==> config.mk <==
export PLATFORM = sky130hd
export DESIGN_NAME = serial_adder
export DESIGN_NICKNAME = d
export VERILOG_FILES = /design/src/rtl/serial_adder_pkg.sv /design/src/rtl/serial_adder_fa_cell.sv /design/src/rtl/serial_adder.sv
export SDC_FILE = /design/constraint.sdc
export NUM_CORES = 1
export LEC_CHECK = 0
export ABC_AREA = 0
export CAP_MARGIN = 10
export CORE_ASPECT_RATIO = 1.1
export CORE_MARGIN = 5
export CORE_UTILIZATION = 53
export DETAILED_ROUTE_END_ITERATION = 16
export GPL_ROUTABILITY_DRIVEN = 0
export PLACE_DENSITY_LB_ADDON = 0.1
export SYNTH_ARGS = -nofsm -noshare
export SYNTH_HDL_FRONTEND = slang
export SYNTH_SLANG_ARGS = --single-unit
==> constraint.sdc <==
create_clock -name clk -period 2.71 [get_ports clk]
set_input_delay 0.542 -clock clk [delete_from_list [all_inputs] [get_ports clk]]
set_output_delay 0.542 -clock clk [all_outputs]
set_load 0.01 [all_outputs]
==> src/rtl/serial_adder_pkg.sv <==
// Shared types and helpers for the bit-serial adder: FSM state encoding and
// the width function for the bit counter.
package serial_adder_pkg;

  typedef enum logic [1:0] {
    IDLE  = 2'd0,
    SHIFT = 2'd1,
    DONE  = 2'd2
  } state_e;

  // The counter runs 0..W-1, so clog2(W) bits suffice; keep at least one bit.
  function automatic int cnt_width(input int w);
    int r;
    r = $clog2(w);
    return (r < 1) ? 1 : r;
  endfunction

endpackage

==> src/rtl/serial_adder_fa_cell.sv <==
// Combinational 1-bit full adder; the only arithmetic element of the serial adder.
module fa_cell (
  input  logic a,
  input  logic b,
  input  logic c,
  output logic s,
  output logic co
);

  assign s  = a ^ b ^ c;
  assign co = (a & b) | (c & (a ^ b));

endmodule

==> src/rtl/serial_adder.sv <==
// Bit-serial W-bit adder: one full-adder cell plus a carry flop, LSB first.
// Define SERIAL_ADDER_CMP_EN to add serial magnitude-compare outputs gt/eq.
module serial_adder
  import serial_adder_pkg::*;
#(
  parameter int W = 4
) (
  input  logic         clk,
  input  logic         rst_n,
  input  logic         start,
  input  logic [W-1:0] a,
  input  logic [W-1:0] b,
  input  logic         cin,
  output logic         busy,
  output logic         done,
  output logic [W-1:0] sum,
  output logic         cout
`ifdef SERIAL_ADDER_CMP_EN
  ,
  output logic         gt,
  output logic         eq
`endif
);

  localparam int CNT_W = cnt_width(W);
  localparam logic [CNT_W-1:0] LAST = CNT_W'(W - 1);

  state_e           state_q, state_d;
  logic [W-1:0]     areg_q, areg_d;
  logic [W-1:0]     breg_q, breg_d;
  logic [W-1:0]     sreg_q, sreg_d;
  logic [W-1:0]     sum_q, sum_d;
  logic [CNT_W-1:0] cnt_q, cnt_d;
  logic             carry_q, carry_d;
  logic             cout_q, cout_d;
  logic             fa_s, fa_co;
`ifdef SERIAL_ADDER_CMP_EN
  logic             eq_r_q, eq_r_d, gt_r_q, gt_r_d;
  logic             eq_q, eq_d, gt_q, gt_d;
`endif

  fa_cell u_fa (
    .a  (areg_q[0]),
    .b  (breg_q[0]),
    .c  (carry_q),
    .s  (fa_s),
    .co (fa_co)
  );

  // NOTE: every variable gets its hold value before the case, so no path
  // leaves one unassigned and no latch is inferred.
  always_comb begin
    state_d = state_q;
    areg_d  = areg_q;
    breg_d  = breg_q;
    sreg_d  = sreg_q;
    sum_d   = sum_q;
    cnt_d   = cnt_q;
    carry_d = carry_q;
    cout_d  = cout_q;
`ifdef SERIAL_ADDER_CMP_EN
    eq_r_d  = eq_r_q;
    gt_r_d  = gt_r_q;
    eq_d    = eq_q;
    gt_d    = gt_q;
`endif
    case (state_q)
      IDLE: begin
        if (start) begin
          areg_d  = a;
          breg_d  = b;
          carry_d = cin;
          cnt_d   = '0;
          state_d = SHIFT;
`ifdef SERIAL_ADDER_CMP_EN
          eq_r_d  = 1'b1;
          gt_r_d  = 1'b0;
`endif
        end
      end
      SHIFT: begin
        sreg_d  = {fa_s, sreg_q[W-1:1]};
        areg_d  = {1'b0, areg_q[W-1:1]};
        breg_d  = {1'b0, breg_q[W-1:1]};
        carry_d = fa_co;
        cnt_d   = cnt_q + CNT_W'(1);
`ifdef SERIAL_ADDER_CMP_EN
        // Later (more significant) bits override the verdict of earlier ones.
        eq_r_d  = eq_r_q & ~(areg_q[0] ^ breg_q[0]);
        gt_r_d  = (areg_q[0] & ~breg_q[0]) | (~(areg_q[0] ^ breg_q[0]) & gt_r_q);
`endif
        if (cnt_q == LAST) begin
          state_d = DONE;
          sum_d   = sreg_d;
          cout_d  = fa_co;
`ifdef SERIAL_ADDER_CMP_EN
          eq_d    = eq_r_d;
          gt_d    = gt_r_d;
`endif
        end
      end
      DONE:    state_d = IDLE;
      default: state_d = IDLE;
    endcase
  end

  // NOTE: sequential state uses non-blocking assignments so every flop
  // samples the pre-edge values; all registers clear on reset so an aborted
  // addition leaves nothing behind.
  always_ff @(posedge clk or negedge rst_n) begin
    if (!rst_n) begin
      state_q <= IDLE;
      areg_q  <= '0;
      breg_q  <= '0;
      sreg_q  <= '0;
      sum_q   <= '0;
      cnt_q   <= '0;
      carry_q <= 1'b0;
      cout_q  <= 1'b0;
`ifdef SERIAL_ADDER_CMP_EN
      eq_r_q  <= 1'b0;
      gt_r_q  <= 1'b0;
      eq_q    <= 1'b0;
      gt_q    <= 1'b0;
`endif
    end else begin
      state_q <= state_d;
      areg_q  <= areg_d;
      breg_q  <= breg_d;
      sreg_q  <= sreg_d;
      sum_q   <= sum_d;
      cnt_q   <= cnt_d;
      carry_q <= carry_d;
      cout_q  <= cout_d;
`ifdef SERIAL_ADDER_CMP_EN
      eq_r_q  <= eq_r_d;
      gt_r_q  <= gt_r_d;
      eq_q    <= eq_d;
      gt_q    <= gt_d;
`endif
    end
  end

  assign busy = (state_q != IDLE);
  assign done = (state_q == DONE);
  assign sum  = sum_q;
  assign cout = cout_q;
`ifdef SERIAL_ADDER_CMP_EN
  assign gt   = gt_q;
  assign eq   = eq_q;
`endif

endmodule

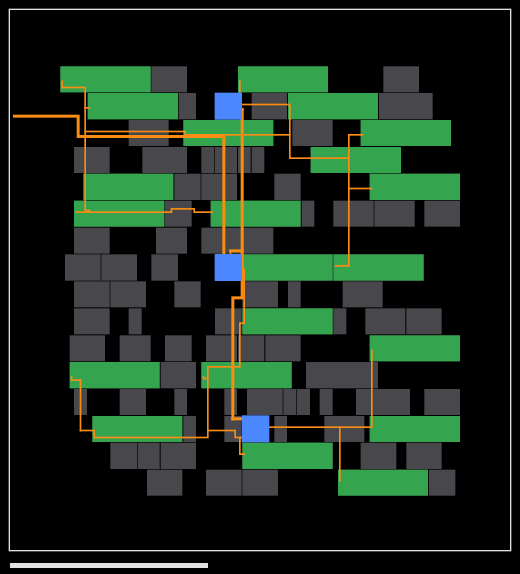
**Above:** clock distribution.
The bar under the picture is 20 um long.
Key: flip-flops = green [count 21]; clock-net drivers = blue [count 3]; clock wires = orange [length 239 um]
There are 4 routed clock nets.
Insertion Delay late pin: 0.30 ns
clock group total power: 0.000148 W
proportion of power drawn by the clock network: 0.110
worst clock skew on the final layout: 0.00221 ns

==> Slide: Implementation Results <==
Flow Results at a Glance

Yosys
  • Synthesis-stage register bit count: 21
  • Yosys stat chip area: between 900 and 1000 um^2
  • Post-Syn Area: roughly 960 um^2
  • Simple-gate area share of the yosys netlist: 0.112
  • Number of cell instances after yosys synthesis: about 73
  • Number of flops mapped to enable cells by yosys: 0
  • Synth area leader: sky130_fd_sc_hd__dfrtp_1
  • Async set or reset register ratio after synthesis: 1.00
  • Portion of the post-synthesis area used by sequential elements: 0.548
  • Compound Share, Synth: 0.110
  • Top post-synthesis cells by area: sky130_fd_sc_hd__dfrtp_1 55%, sky130_fd_sc_hd__mux2_2 8.2%, sky130_fd_sc_hd__a222oi_1 4.2%

Power and ir drop
  • Flop pwr share: 0.426
  • Max IR drop VDD: roughly 0.69 mV
  • Sequential cell power: around 0.00057 W
  • Power per Cell Area: 1150 nW/um^2
  • Switching share of power: 0.340
  • Total power of the final layout: ~0.0013 W

Critical path
  • Worst setup path end: busy
  • Required arrival time at the worst endpoint: roughly 2.2 ns
  • Critical-path cell list: nor2_1 > inv_1 > clkdlybuf4s50_1
  • Nature of the critical path startpoint: register
  • Worst setup EP type: output pin
  • Cell with the largest stage delay on the worst path: sky130_fd_sc_hd__dfrtp_1

Global routing
  • Global-route met1 utilization: 0.148
  • Gr busiest metal: met2
  • M2 GR Usage: 0.260
  • Global-route usage over all layers: 0.142
  • Sum of overflow across all layers after global routing: 0

Detailed routing
  • Vias per inst: roughly 5.7
  • Number of violations reported at the end of detailed-routing iteration 0: 17
  • Pre-Repair DR Iteration Count: 4
  • Post-DR wirelength/cell: 15.1 um
  • DR DRC count: 0
  • Aggregate routed wire length: 1.69 mm
  • Total number of vias: 637
  • Routed wl met3: between 80 and 90 um

Final layout
  • Proportion of cell area occupied by registers: 0.449
  • Final core occ: 0.664
  • # nets final: ~110
  • Sequential cell area: ~530 um^2
  • Area of all placed cells without fillers: 1170 um^2
  • Count of non-CTS inverters in the layout: 10
  • Fraction of cell area in non-clock buffers: 0.173
  • Logic Gate Count: 38
  • Share of the final layout cell area in multi-input gates: 0.303
  • Number of clock buffer instances in the layout: 3
  • Logic area: between 300 and 400 um^2

Min path
  • Type of the tightest min-delay check: register to register
  • Hold path endpoint: sum[1]$_DFFE_PN0P_
  • Hold Path Depth: 1

CTS
  • Hold Buf Count CTS: 0
  • Total clock buffers created by CTS: 3
  • H-tree depth: 1
  • Number of buffers on the longest clock path: 2

Final timing
  • RSZ-0062 raised after global routing: false
  • Shortest clock period the worst path allows after layout: roughly 2.2 ns
  • Final TNS setup: 0 ns
  • Final Max-Slew Violation Tally: 0
  • Final tally of hold violations: 0
  • Post-route worst setup slack: around 0.52 ns
  • Highest clock frequency the design can meet: approximately 0.46 GHz

Placed design
  • Setup slack at placement: 0.756 ns

Die
  • Die width: between 50 and 60 um
  • Area of the chip: roughly 2800 um^2

Outcome
  • Outcome: complete, no violations

Job
  • Number of OpenROAD warnings: 26
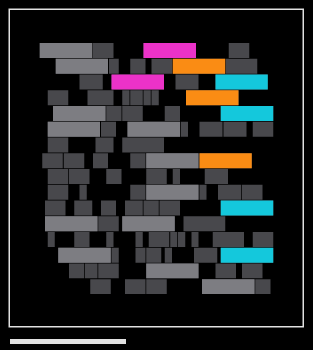
**Above:** sequential cells colored by netlist name.
The bar under the picture is 20 um long.
Key: sreg_q = orange [sequential cells 3]; state_q = magenta [sequential cells 2]; sum = cyan [sequential cells 4]
Another 12 sequential cells are not colored.

Power is estimated from default activity; no workload was simulated.
